## src/rtl/ph_waiter_pkg.sv

```systemverilog
// Shared definitions for the dining-philosopher waiter: seat state encoding
// and ring-neighbour index helpers.
package ph_waiter_pkg;

    // Same 2-bit codes as the ring's THINKING/EATING encoding, plus HUNGRY.
    typedef enum logic [1:0] {
        ST_THINKING = 2'd0,
        ST_HUNGRY   = 2'd1,
        ST_EATING   = 2'd2
    } seat_state_t;

    localparam int MEAL_W = 4;
    localparam int WAIT_W = 8;

    function automatic int nbr_left(input int i, input int n);
        return (i + n - 1) % n;
    endfunction

    function automatic int nbr_right(input int i, input int n);
        return (i + 1) % n;
    endfunction

endpackage

```

## src/rtl/ph_waiter_seat.sv

```systemverilog
// One seat of the ring: THINKING/HUNGRY/EATING FSM, meal timer that forces
// release after EAT_MAX cycles, and a saturating wait counter for starvation.
module ph_seat
    import ph_waiter_pkg::*;
#(
    parameter int EAT_MAX    = 4,
    parameter int STARVE_LIM = 8
) (
    input  logic       clk,
    input  logic       reset,
    input  logic       hungry,
    input  logic       done,
    input  logic       grant,
    output logic       eat,
    output logic       cand,
    output logic       overdue,
    output logic [1:0] state
);

    localparam logic [MEAL_W-1:0] MEAL_LAST = MEAL_W'(EAT_MAX);
    localparam logic [WAIT_W-1:0] WAIT_SAT  = '1;
    localparam logic [WAIT_W-1:0] WAIT_LIM  = WAIT_W'(STARVE_LIM);

    seat_state_t       st, st_nxt;
    logic [MEAL_W-1:0] meal, meal_nxt, meal_inc;
    logic [WAIT_W-1:0] wcnt, wcnt_nxt;

    assign meal_inc = meal + 1'b1;

    always_ff @(posedge clk or negedge reset) begin
        if (!reset) begin
            st   <= ST_THINKING;
            meal <= '0;
            wcnt <= '0;
        end else begin
            st   <= st_nxt;
            meal <= meal_nxt;
            wcnt <= wcnt_nxt;
        end
    end

    always_comb begin
        st_nxt   = st;
        meal_nxt = meal;
        wcnt_nxt = wcnt;
        case (st)
            ST_THINKING: begin
                wcnt_nxt = '0;
                if (hungry) st_nxt = ST_HUNGRY;
            end
            ST_HUNGRY: begin
                // Withdrawal wins over a grant issued on the same edge.
                if (!hungry) begin
                    st_nxt   = ST_THINKING;
                    wcnt_nxt = '0;
                end else if (grant) begin
                    st_nxt   = ST_EATING;
                    meal_nxt = '0;
                    wcnt_nxt = '0;
                end else if (wcnt != WAIT_SAT) begin
                    wcnt_nxt = wcnt + 1'b1;
                end
            end
            ST_EATING: begin
                meal_nxt = meal_inc;
                // done and timeout together still give a single release.
                if (done || meal_inc == MEAL_LAST) begin
                    st_nxt   = ST_THINKING;
                    meal_nxt = '0;
                end
            end
            default: begin
                st_nxt   = ST_THINKING;
                meal_nxt = '0;
                wcnt_nxt = '0;
            end
        endcase
    end

    assign eat     = (st == ST_EATING);
    assign cand    = (st == ST_HUNGRY) && hungry;
    assign overdue = (wcnt >= WAIT_LIM);
    assign state   = st;

endmodule

```

## src/rtl/ph_waiter.sv

```systemverilog
// Centralised fork waiter for an N-seat ring: round-robin grant scan over the
// seats, plus registered adjacency-violation and starvation flags.
module ph_waiter
    import ph_waiter_pkg::*;
#(
    parameter int N          = 8,
    parameter int EAT_MAX    = 4,
    parameter int STARVE_LIM = 8
) (
    input  logic           clk,
    input  logic           reset,
    input  logic [N-1:0]   hungry,
    input  logic [N-1:0]   done,
    output logic [N-1:0]   eat,
    output logic [2*N-1:0] state,
    output logic           starve,
    output logic           safe,
    output logic           live
);

    localparam int PW = (N > 1) ? $clog2(N) : 1;

    logic [N-1:0]  grant;
    logic [N-1:0]  cand;
    logic [N-1:0]  overdue;
    logic [N-1:0]  eat_nbr;
    logic [PW-1:0] ptr, ptr_nxt, last;
    logic [PW-1:0] seat_at [N];
    logic          any;

    for (genvar i = 0; i < N; i++) begin : g_seat
        ph_seat #(
            .EAT_MAX    (EAT_MAX),
            .STARVE_LIM (STARVE_LIM)
        ) u_seat (
            .clk     (clk),
            .reset   (reset),
            .hungry  (hungry[i]),
            .done    (done[i]),
            .grant   (grant[i]),
            .eat     (eat[i]),
            .cand    (cand[i]),
            .overdue (overdue[i]),
            .state   (state[2*i +: 2])
        );
    end

    always_comb begin
        for (int k = 0; k < N; k++) begin
            seat_at[k] = PW'((int'(ptr) + k) % N);
        end
    end

    // Seats freed on this edge still count as eating; their forks open next edge.
    always_comb begin
        grant = '0;
        last  = ptr;
        any   = 1'b0;
        for (int k = 0; k < N; k++) begin
            if (cand[seat_at[k]]
                && !eat[PW'(nbr_left(int'(seat_at[k]), N))]
                && !eat[PW'(nbr_right(int'(seat_at[k]), N))]
                && !grant[PW'(nbr_left(int'(seat_at[k]), N))]
                && !grant[PW'(nbr_right(int'(seat_at[k]), N))]) begin
                grant[seat_at[k]] = 1'b1;
                last              = seat_at[k];
                any               = 1'b1;
            end
        end
        ptr_nxt = ptr;
        if (any) begin
            ptr_nxt = (last == PW'(N - 1)) ? '0 : last + 1'b1;
        end
    end

    assign eat_nbr = {eat[0], eat[N-1:1]};

    always_ff @(posedge clk or negedge reset) begin
        if (!reset) begin
            ptr    <= '0;
            safe   <= 1'b0;
            starve <= 1'b0;
        end else begin
            ptr    <= ptr_nxt;
            safe   <= |(eat & eat_nbr);
            starve <= |overdue;
        end
    end

    assign live = eat[0];

endmodule

```

## config.mk

```make
export PLATFORM = sky130hd
export DESIGN_NAME = ph_waiter
export DESIGN_NICKNAME = d
export VERILOG_FILES = /design/src/rtl/ph_waiter_pkg.sv /design/src/rtl/ph_waiter_seat.sv /design/src/rtl/ph_waiter.sv
export SDC_FILE = /design/constraint.sdc
export NUM_CORES = 1
export LEC_CHECK = 0
export CAP_MARGIN = 25
export CORE_ASPECT_RATIO = 1.75
export CORE_UTILIZATION = 30
export CTS_CLUSTER_DIAMETER = 100
export DETAILED_ROUTE_END_ITERATION = 7
export GPL_ROUTABILITY_DRIVEN = 1
export PLACE_DENSITY_LB_ADDON = 0.2
export RECOVER_POWER = 100
export SYNTH_ARGS = -nofsm -noshare
export SYNTH_HDL_FRONTEND = slang
export SYNTH_SLANG_ARGS = --single-unit
```

## constraint.sdc

```tcl
create_clock -name clk -period 5.5 [get_ports clk]
set_clock_uncertainty 0.1 [all_clocks]
set_input_delay 0.825 -clock clk [delete_from_list [all_inputs] [get_ports clk]]
set_output_delay 0.825 -clock clk [all_outputs]
set_load 0.005 [all_outputs]
```

==> changes_impl.md, run 1 <==
### Metrics

* Post-detail-place hpwl at 22.81 mm
* Async S/R FF share, synth at 1.000
* Flop2flop setup slack at 140 ps
* Nets at around 1200
* Cell family with most CP delay: AND-OR/OR-AND gates
* Post-Syn Area at 0.008753 sq mm
* Tot Pwr at 8.124 mW
* Worst-path clk slew at 60 ps
* Area Overhead vs Synth at 29.35%
* Ys Warns at 0
* Core Density at Floorplan at 0.3058
* Setup Slack @ Placement at -687.2 ps
* Routability-driven placement congestion ratio at 0.9480
* Area leader share at 0.3345
* Most instantiated logic cell after routing: buf_4
* Final core utilization at 0.3955
* Crit path required time at roughly 5700 ps
* Syn Inst Count at 1001
* MaxCap Viol Count at 1
* Core ar. at 0.02863 sq mm
* Dpl cell area at 0.01058 sq mm
* Worst VDD drop at 0.0002744 V
* Slowest CP cell: or4_4
* DR vias at ~8500
* Clk latency late pin at 430 ps
* Worst hold path class: input port to asynchronous set/reset pin
* Final worst path period need at 5379 ps
* Slew Limit Fails at 61
* First-pass GRT wire length at approximately 46 mm
* Final period util at 0.9779
* Crit path capture type: flop
* Num rows at 82
* Critical path arrival at ~5600 ps
* Final hold slack at a little under 400 ps
* CTS tree: built
* Post-DR wirelength/cell at 18.75 microns
* Chip height at 228.0 microns
* YS chip area at 0.008753 sq mm
* Violations in the final reports: max-capacitance violations, max-slew violations
* Hold-fix buffers, CTS at 0
* Worst-Margin Slew at 3282 ps
* Final WS setup at 121.4 ps
* LEAKAGE at 4.900 nW
* Ant. Diodes at 0
* CP Buf/Inv Count at 4
* Ys flop type: dfrtp_1
* Tool Warnings at 56
* Total grt overflow at 0
* Seq share, synth at 0.3345
* Layout cell share with drive strength beyond 1 at 0.2039
* Commonest cells after routing, fill and taps aside: buf_4, dfrtp_1, nand2_1
* ANT nets after route at 0
* Largest net degree at the start of global routing at 75
* H-tree Lvls at 4
* Syn avg cell area at a little under 9 sq um
* Worst Path Class, Setup: input port to flop
* Max clock buf depth at 2
* # clock sinks at 117
* Num CTS Buffers at 17
* Dominant cell type by area after synthesis: dfrtp_1
* Register bit count reported by yosys at around 120
* Chip area at 0.02989 sq mm
* Worst-path cell chain: clkdlybuf4s50_1, nand3b_1, mux4_2, a211o_1, a2111o_1, a211o_1, a32o_2, a221oi_4, buf_4, o211a_2, a21boi_2, or4_4, buf_6, a31oi_4, buf_6, nor4_1, a221o_1
* EDFF count, synth at 0
* DRT Pass-1 Iters at 5
* DRT iter0 DRCs at roughly 560
* Max stage delay on crit path at 540 ps
* Initial antenna violation count at 0
* WL final at just under 30 mm
* Cell Pwr Density at 717.5 mW/mm^2
* Status: finished, violations left
* Vias in the first global route at ~8400
* Final Hold Viols at 0
* Total track usage at 0.2004
* Cell area after layout at 0.01132 sq mm
* Boundary pin count at 45
* Inst Count DP at around 1500
* Final setup viols at 0
* Total negative setup slack at 0 ps
[run 1: state kept, by name (all words and copies together) (netlist names)]
signal,count
starve,1
ptr,3
safe,1
g_seat.u_seat.state,16
g_seat.u_seat.meal,32
g_seat.u_seat.wcnt,64
[run 1: report_power, final]
group,total [mW],internal [mW],switching (mW),leakage [nW]
registers,1.24,1.03,0.212,1.60
clock network,1.11,0.686,0.426,0.281
logic,5.77,2.58,3.19,3.02
[run 1: worst paths after layout]
path	start	endpoint	depth (start not counted)
max	hungry[2]	g_seat[5].u_seat.wcnt[3]	17
min	reset	g_seat[3].u_seat.wcnt[0]	1
max reg2reg	ptr[0]	g_seat[5].u_seat.wcnt[3]	18
min reg2reg	g_seat[2].u_seat.state[1]	g_seat[2].u_seat.state[0]	1
max in group asynchronous	reset	g_seat[0].u_seat.meal[3]	3
min in group clk	g_seat[2].u_seat.state[1]	g_seat[2].u_seat.state[0]	1
[run 1: Yosys cell counts (14+ instances only)]
cell	number
dfrtp_1	117
nand2_1	83
nor2_1	82
a21oi_1	66
nand3_1	57
inv_1	53
o21ai_0	50
ha_1	42
nand2b_1	29
xnor2_1	28
clkbuf_1	23
mux2i_1	23
nand4_1	22
nor4_1	17
xor2_1	17
a31oi_1	15
nor3_1	15
mux4_2	14
[run 1: timing repair]
action / CTS / global route
gates cloned: 0 / 0
pin swaps: 0 / 6
gates resized: 6 / 27
setup buffers: 0 / 5
setup endpoints to repair: 107 / 83
[run 1: layer usage]
| layer | vias to the layer above | wire, microns | GRT usage |
|---|---|---|---|
| met4 | 0 | 1933 | 0.1393 |
| li1 | 4073 | - | - |
| met3 | 90 | 743 | 0.02800 |
| met1 | 4120 | 10970 | 0.2035 |
| met2 | 207 | 15700 | 0.3738 |
| met5 | - | 0 | 0 |
[run 1: kinds of logic (layout without fill, tap and decap cells)]
group | count (synthesis) | count (layout) | synth area share
AND/OR/NAND/NOR | 370 | 370 | 0.2145
AND-OR/OR-AND | 279 | 279 | 0.2204
flip-flops | 117 | 117 | 0.3345
buffers and inverters | 100 | 286 | 0.04774
multiplexers | 47 | 47 | 0.07519
XOR/XNOR | 46 | 46 | 0.04760
adder cells (fa/ha/maj) | 42 | 42 | 0.06003
[run 1: area by class of cell]
class | count | area (sq um)
multi-input combinational | 784 | 5530
sequential | 117 | 2928
inverter | 60 | 225.2
fill | 2871 | 17300
clock buffer | 19 | 452.9
clock inverter | 13 | 132.6
timing repair buffer | 194 | 1580
tap | 378 | 473.0
==> run_1/clock_map.png <==
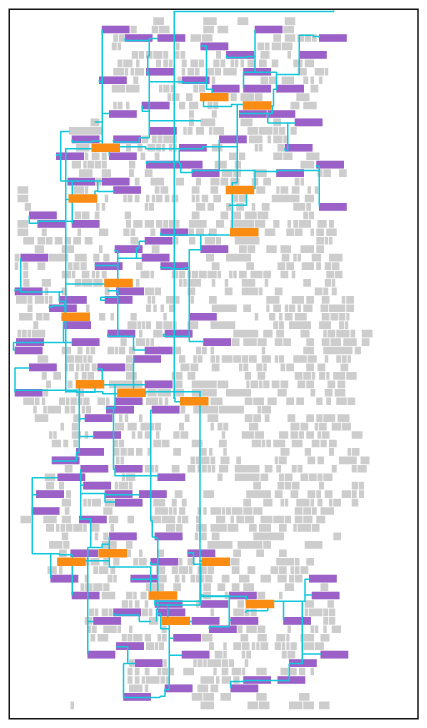
flip-flops: drawn in purple, count 117. cells driving clock nets: drawn in orange, count 17. clock wires: drawn in cyan, length 2020 microns.
There are 18 routed clock nets.

==> run_1/drive_strength.png <==
Bar = 50 microns.
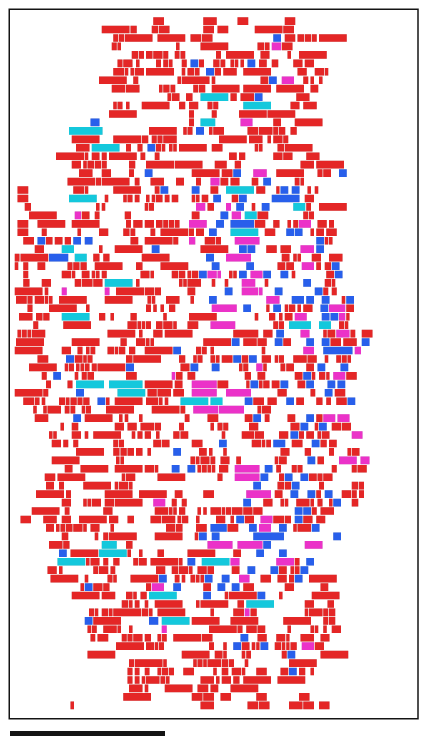
drive 3 to 4: drawn in blue, cells 151. drive 2: drawn in magenta, cells 63. drive 1 or less: drawn in red, cells 945. drive 6 and up: drawn in cyan, cells 28.

==> run_1/cell_classes.png <==
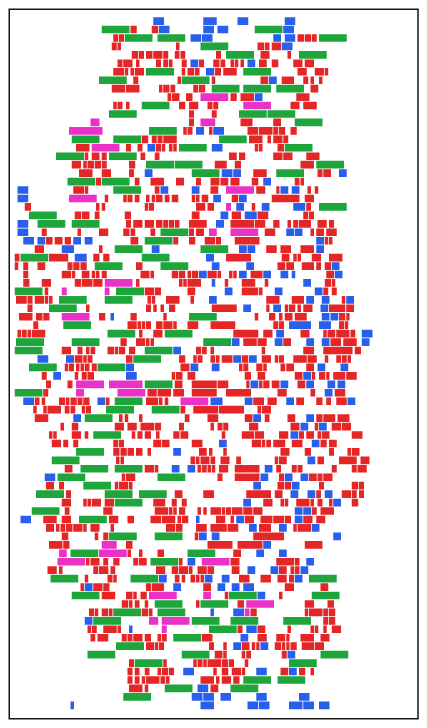
clock drivers and dummy loads: drawn in magenta, cells 32, share of their area 5.4%. all other logic: drawn in red, cells 844, share of their area 53%. flip-flops: drawn in green, cells 117, share of their area 27%. other buffers and delay cells: drawn in blue, cells 194, share of their area 15%.

==> run_1/registers.png <==
Bar = 50 microns. Other sequential cells in the stronger gray, the rest of the logic in the fainter gray.
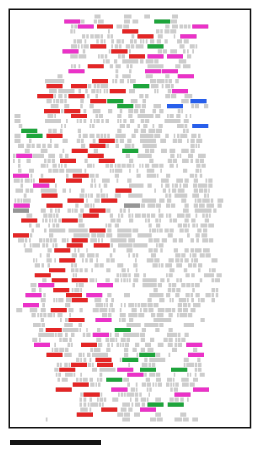
`ptr`: drawn in blue, placed flops 3. `g_seat.u_seat.meal`: drawn in magenta, placed flops 32, where spread over the die. `g_seat.u_seat.state`: drawn in green, placed flops 16. `g_seat.u_seat.wcnt`: drawn in red, placed flops 64.

==> run 1 -> run 2 <==
CELL_PAD_IN_SITES_DETAIL_PLACEMENT = 1   (was not set)
CELL_PAD_IN_SITES_GLOBAL_PLACEMENT = 1   (was not set)
PLACE_DENSITY = 0.64   (was not set)
PLACE_DENSITY_LB_ADDON = not set   (was 0.2)
SKIP_CTS_REPAIR_TIMING = 1   (was not set)
==> run_2/cell_classes.png <==
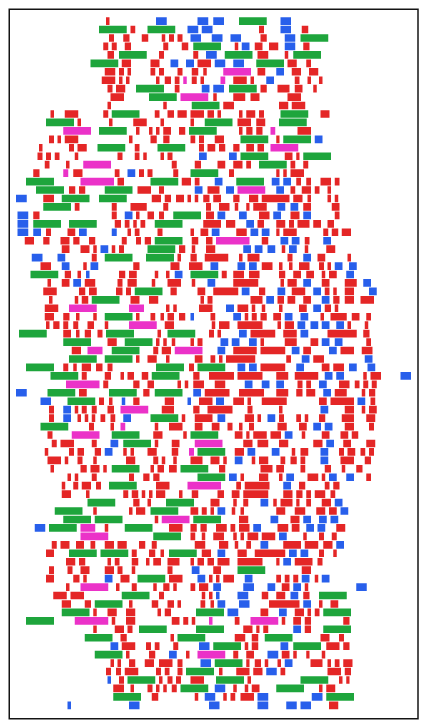
clock drivers and dummy loads: drawn in magenta, cells 32, share of their area 5.9%. all other logic: drawn in red, cells 844, share of their area 53%. other buffers and delay cells: drawn in blue, cells 203, share of their area 15%. flip-flops: drawn in green, cells 117, share of their area 27%.

==> run 2 against run 1 <==
Critical path depth did not move. Largest power group unchanged. The flow still finishes with violations (max-capacitance violations, max-slew violations). Critical endpoint is now g_seat[7].u_seat.meal[3]. Global-route usage is 1.8 points higher. Hold slack better by 41 ps.
==> changes_impl.md, run 2 <==
### Metrics

* Ys flop type: dfrtp_1 (unchanged)
* Chip height at 228.0 microns (unchanged)
* Post-Syn Area at 0.008753 sq mm (unchanged)
* Most frequent cells after synthesis: dfrtp_1, nand2_1, nor2_1 (unchanged)
* Initial antenna violation count at 0 (unchanged)
* Boundary pin count at 45 (unchanged)
* First-pass GRT wire length at 50.54 mm (was 46.02 mm)
* Num rows at 82 (unchanged)
* Final setup viols at 0 (unchanged)
* Worst Path Class, Setup: input port to flop (unchanged)
* Biggest register: g_seat.u_seat.wcnt (unchanged)
* Status: finished, violations left (unchanged)
* Critical path arrival at 5610 ps (was 5590 ps)
* Syn Inst Count at 1001 (unchanged)
* Flop2flop setup slack at 230 ps (was 140 ps)
* # clock sinks at 117 (unchanged)
* Violations in the final reports: max-capacitance violations, max-slew violations (unchanged)
* Area Overhead vs Synth at 31.02% (was 29.35%)
* Chip area at 0.02989 sq mm (unchanged)
* Worst-Margin Slew at 3088 ps (was 3282 ps)
* MaxCap Viol Count at 1 (unchanged)
* Register bit count reported by yosys at 117 (unchanged)
* Commonest cells after routing, fill and taps aside: buf_4, dfrtp_1, nand2_1 (unchanged)
* Max clock buf depth at 2 (unchanged)
* Final hold slack at 433.1 ps (was 391.6 ps)
* Crit path required time at 5720 ps (was 5710 ps)
* Post-detail-place hpwl at 25.15 mm (was 22.81 mm)
* Num CTS Buffers at 17 (unchanged)
* Slew Limit Fails at 55 (was 61)
* LEAKAGE at 4.952 nW (was 4.900 nW)
* Clk latency late pin at 440 ps (was 430 ps)
* Crit path capture type: flop (unchanged)
* Dominant cell type by area after synthesis: dfrtp_1 (unchanged)
* Max reg flops at 64 (unchanged)
* Async S/R FF share, synth at 1.000 (unchanged)
* Tool Warnings at 57 (was 56)
* Routability-driven placement congestion ratio at 0.9298 (was 0.9480)
* Final WS setup at 100.8 ps (was 121.4 ps)
* Largest net degree at the start of global routing at 55 (was 75)
* Worst-path clk slew at 60 ps (about the same)
* Worst hold path class: flop to flop (was input port to asynchronous set/reset pin)
* Most common cell in the netlist: dfrtp_1 (unchanged)
* Post-DR wirelength/cell at 20.16 microns (was 18.75 microns)
* Area leader share at 0.3345 (unchanged)
* Vias in the first global route at 9405 (was 8397)
* Dpl cell area at 0.01065 sq mm (was 0.01058 sq mm)
* DRT Pass-1 Iters at 4 (was 5)
* Total track usage at 0.2184 (was 0.2004)
* MI comb area at 0.005590 sq mm (was 0.005530 sq mm)
-- run 2: cell counts after synthesis --
No cell type changed its count.
-- run 2: power by group --
group	internal [mW]	switching (mW)	total, mW
clock network	0.835	0.415	1.25
logic	2.66	3.31	5.97
registers	1.03	0.226	1.26
total	4.52	3.96	8.48
-- run 2: critical path: stages --
cell             delay (ps)
clkdlybuf4s50_1         470
and3b_1                 250
buf_4                   160
mux2_2                  280
mux4_2                  480
and3_4                  210
buf_4                   140
a211o_1                 340
a32o_2                  340
a221oi_4                380
o211a_2                 230
a21boi_1                110
or4_4                   440
buf_4                   170
a311oi_4                320
a21oi_2                 140
a211o_1                 310
-- run 2: per-stage QoR --
step / power, mW / TNS [ps] / instances
floorplan: 4.386 / 0 / 1001
global placement: 6.880 / -46230 / 1538
detailed placement: 6.985 / -53180 / 1538
CTS: 8.284 / -20530 / 1570
global route: 9.048 / -185.0 / 1574
finish: 8.479 / 0 / 1574
-- run 2: cell type report --
type,instances,area share
flip-flops and latches,117,0.2553
inverters,60,0.01964
clock inverters,10,0.01527
clock buffers,22,0.04135
multi-input cells,784,0.4875
well taps,378,0.04124
repair buffers,203,0.1398
-- run 2: layer usage --
layer  track usage  vias to the layer above  part of all wire
li1              -                     4085                 -
met1        0.2090                     4394              0.36
met2        0.4169                      143              0.55
met3       0.03200                       92             0.021
met4        0.1618                        0             0.064
met5             0                        -                 0
-- run 2: worst paths after layout --
kind / from / end / depth (start not counted)
max in group asynchronous: reset / g_seat[3].u_seat.wcnt[2] / 2
max: hungry[7] / g_seat[7].u_seat.meal[3] / 17
max reg2reg: ptr[0] / ptr[2] / 20
min: g_seat[3].u_seat.meal[2] / g_seat[3].u_seat.meal[2] / 1
min in group asynchronous: reset / g_seat[1].u_seat.meal[0] / 1
min reg2reg: g_seat[3].u_seat.meal[2] / g_seat[3].u_seat.meal[2] / 1
-- run 2: logic make-up after synthesis --
| group | after synthesis | synth area share |
|---|---|---|
| flops | 117 | 0.3345 |
| compound gates | 279 | 0.2204 |
| simple gates | 370 | 0.2145 |
| fa+ha+maj | 42 | 0.06003 |
| buf+inv | 100 | 0.04774 |
| xor+xnor | 46 | 0.04760 |
| mux | 47 | 0.07519 |
==> run 2 -> run 3 <==
GPL_ROUTABILITY_DRIVEN = 0   (was 1)
==> run_3/clock_map.png <==
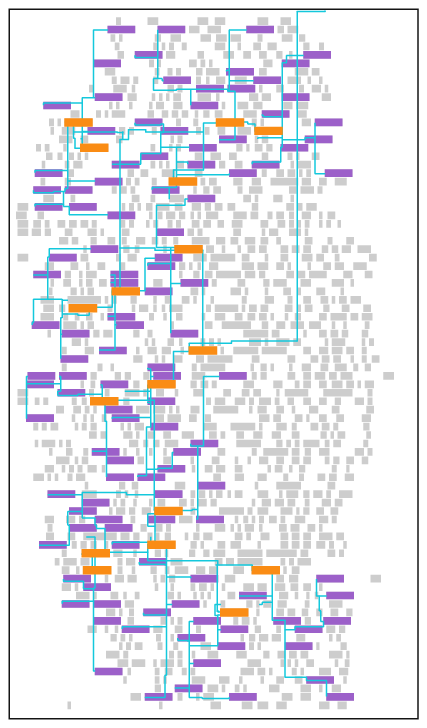
flip-flops: drawn in purple, count 117. clock wires: drawn in cyan, length 2000 microns. cells driving clock nets: drawn in orange, count 17.
There are 18 routed clock nets.

==> run 3 against run 2 <==
The run still ends with max-capacitance violations, max-slew violations left. Sequential cell count unchanged. Setup slack improved by 77 ps. Sequential share of layout area increased by 0.51 points. Count of clock-buffer cells in the layout unchanged. Final cell count decreased by 0.83%. First-iteration DRC count increased by 28%. Die area unchanged. Non-clock buffer count decreased by 12. Via count decreased by 1.4%. Utilization decreased by 0.79 points. Largest power group unchanged. Area after synthesis unchanged.
==> changes_impl.md, run 3 <==
### Metrics

* Status: finished, violations left (unchanged)
* Violations in the final reports: max-capacitance violations, max-slew violations (unchanged)
* Cell Pwr Density at 719.4 mW/mm^2 (was 739.3 mW/mm^2)
* Num CTS Buffers at 17 (unchanged)
* Commonest cells after routing, fill and taps aside: buf_4, dfrtp_1, nand2_1 (unchanged)
* ANT nets after route at 0 (unchanged)
* EDFF count, synth at 0 (unchanged)
* Post-detail-place hpwl at 24.58 mm (was 25.15 mm)
* Area Overhead vs Synth at 28.43% (was 31.02%)
* Worst VDD drop at 0.0003319 V (was 0.0002976 V)
* DRT iter0 DRCs at 413 (was 323)
* Initial antenna violation count at 0 (unchanged)
* Worst hold path class: flop to flop (unchanged)
* Most frequent cells after synthesis: dfrtp_1, nand2_1, nor2_1 (unchanged)
* Most common cell in the netlist: dfrtp_1 (unchanged)
* Nets at 1231 (was 1243)
* Inst Count DP at 1526 (was 1538)
* Async S/R FF share, synth at 1.000 (unchanged)
* Ant. Diodes at 0 (unchanged)
* Num rows at 82 (unchanged)
* Layout fillers at 3349 (was 3369)
* Tot Pwr at 8.087 mW (was 8.479 mW)
* Slowest CP cell: clkdlybuf4s50_1 (was mux4_2)
* Worst-path cell chain: clkdlybuf4s50_1, or4bb_1, a2111oi_4, a2111oi_0, a2111o_1, buf_4, a2111oi_2, o21ai_0, o211ai_1, a221oi_1, a21boi_1, or4_4, clkbuf_2, a311oi_4, a21oi_2, a211o_1 (was clkdlybuf4s50_1, and3b_1, buf_4, mux2_2, mux4_2, and3_4, buf_4, a211o_1, a32o_2, a221oi_4, o211a_2, a21boi_1, or4_4, buf_4, a311oi_4, a21oi_2, a211o_1)
* Post-DR wirelength/cell at 19.83 microns (was 20.16 microns)
* Most instantiated logic cell after routing: buf_4 (unchanged)
* Final setup viols at 0 (unchanged)
* WL final at 30.96 mm (was 31.73 mm)
* MaxCap Viol Count at 1 (unchanged)
* Biggest register: g_seat.u_seat.wcnt (unchanged)
* Boundary pin count at 45 (unchanged)
* Layout Cells excl Fill at 1561 (was 1574)
* LEAKAGE at 4.825 nW (was 4.952 nW)
* Storage cell area at 0.002928 sq mm (unchanged)
* Top routing layer in use: met4 (unchanged)
* Final period util at 0.9676 (was 0.9817)
* First-pass GRT wire length at 49.65 mm (was 50.54 mm)
* Syn avg cell area at 8.745 sq um (unchanged)
* Max clock buf depth at 2 (unchanged)
* Critical path arrival at 5540 ps (was 5610 ps)
* Dominant cell type by area after synthesis: dfrtp_1 (unchanged)
* DRT Pass-1 Iters at 5 (was 4)
* Ys flop type: dfrtp_1 (unchanged)
* Met2 wire len at 17.30 mm (was 17.57 mm)
* Post-Syn Area at 0.008753 sq mm (unchanged)
* Syn Inst Count at 1001 (unchanged)
* Chip area at 0.02989 sq mm (unchanged)
* MI comb area at 0.005545 sq mm (was 0.005590 sq mm)
* Core Density at Floorplan at 0.3058 (unchanged)
* YS chip area at 0.008753 sq mm (unchanged)
* Slew Limit Fails at 45 (was 55)
* CTS tree: built (unchanged)
* Max stage delay on crit path at 540 ps (was 480 ps)
* Crit path required time at 5710 ps (was 5720 ps)
* DR vias at 8588 (was 8714)
* Chip height at 228.0 microns (unchanged)
* # clock sinks at 117 (unchanged)
* Largest net degree at the start of global routing at 52 (was 55)
* Ys Warns at 0 (unchanged)
* Layout cell share with drive strength beyond 1 at 0.1927 (was 0.2099)
* Tool Warnings at 56 (was 57)
## run 3: netlist changes by cell type in the layout (fill, tap and decap cells not counted), sizes merged
| cell | change |
|---|---|
| clkinv | -1 |
| bufinv | -3 |
| clkinvlp | +3 |
| dlymetal6s2s | +1 |
| clkbuf | +10 |
| buf | -22 |
| clkdlybuf4s50 | -1 |
## run 3: path summary, 6_finish.rpt
path                                                start                        end  slack (ps)  depth (start not counted)
worst max-delay path                            hungry[1]   g_seat[7].u_seat.meal[3]         180                         16
worst min-delay path            g_seat[6].u_seat.state[0]  g_seat[6].u_seat.state[0]         430                          1
worst max register to register                     ptr[0]   g_seat[7].u_seat.meal[3]         230                         17
worst min register to register  g_seat[6].u_seat.state[0]  g_seat[6].u_seat.state[0]         430                          1
max in group asynchronous                           reset   g_seat[0].u_seat.meal[3]        1720                          2
min in group asynchronous                           reset   g_seat[3].u_seat.wcnt[1]        1110                          1
## run 3: layer usage
metal / GRT usage / vias up
met2: 0.4114 / 119
met3: 0.02711 / 79
met5: 0 / -
li1: - / 4057
met1: 0.2064 / 4333
met4: 0.1419 / 0
## run 3: cell families after synthesis
family,share of synthesized area
buffers and inverters,0.04774
XOR/XNOR,0.04760
AND/OR/NAND/NOR,0.2145
multiplexers,0.07519
adder cells (fa/ha/maj),0.06003
flip-flops,0.3345
AND-OR/OR-AND,0.2204
## run 3: area by class of cell
type | instances | share of cell area
clock buffers | 22 | 0.04218
clock inverters | 9 | 0.009126
inverters | 60 | 0.02003
multi-input cells | 784 | 0.4933
flip-flops and latches | 117 | 0.2604
well taps | 378 | 0.04207
repair buffers | 191 | 0.1329
## run 3: power breakdown
part           total [mW]  switching, mW  internal (mW)
Sequential           1.24          0.213           1.03
Clock                1.11          0.412          0.695
Combinational        5.73           3.24           2.49
## run 3: through the flow
| step | hold slack (ps) | util |
|---|---|---|
| 2_1_floorplan | 385.7 | - |
| 3_3_place_gp | 417.8 | 0.3688 |
| 3_5_place_dp | 420.1 | 0.3688 |
| 4_1_cts | 317.3 | 0.3890 |
| 5_1_grt | 466.8 | 0.3927 |
| 6_report | 429.0 | 0.3927 |
## run 3: worst max-delay path, delay by kind of cell
kind / cells / cell delay (ps)
and+or+nand+nor: 2 / 920
buffers and inverters: 3 / 870
AOI/OAI and AO/OA: 11 / 2900
Power figures rest on the tool's default switching activity, not on a simulated workload.
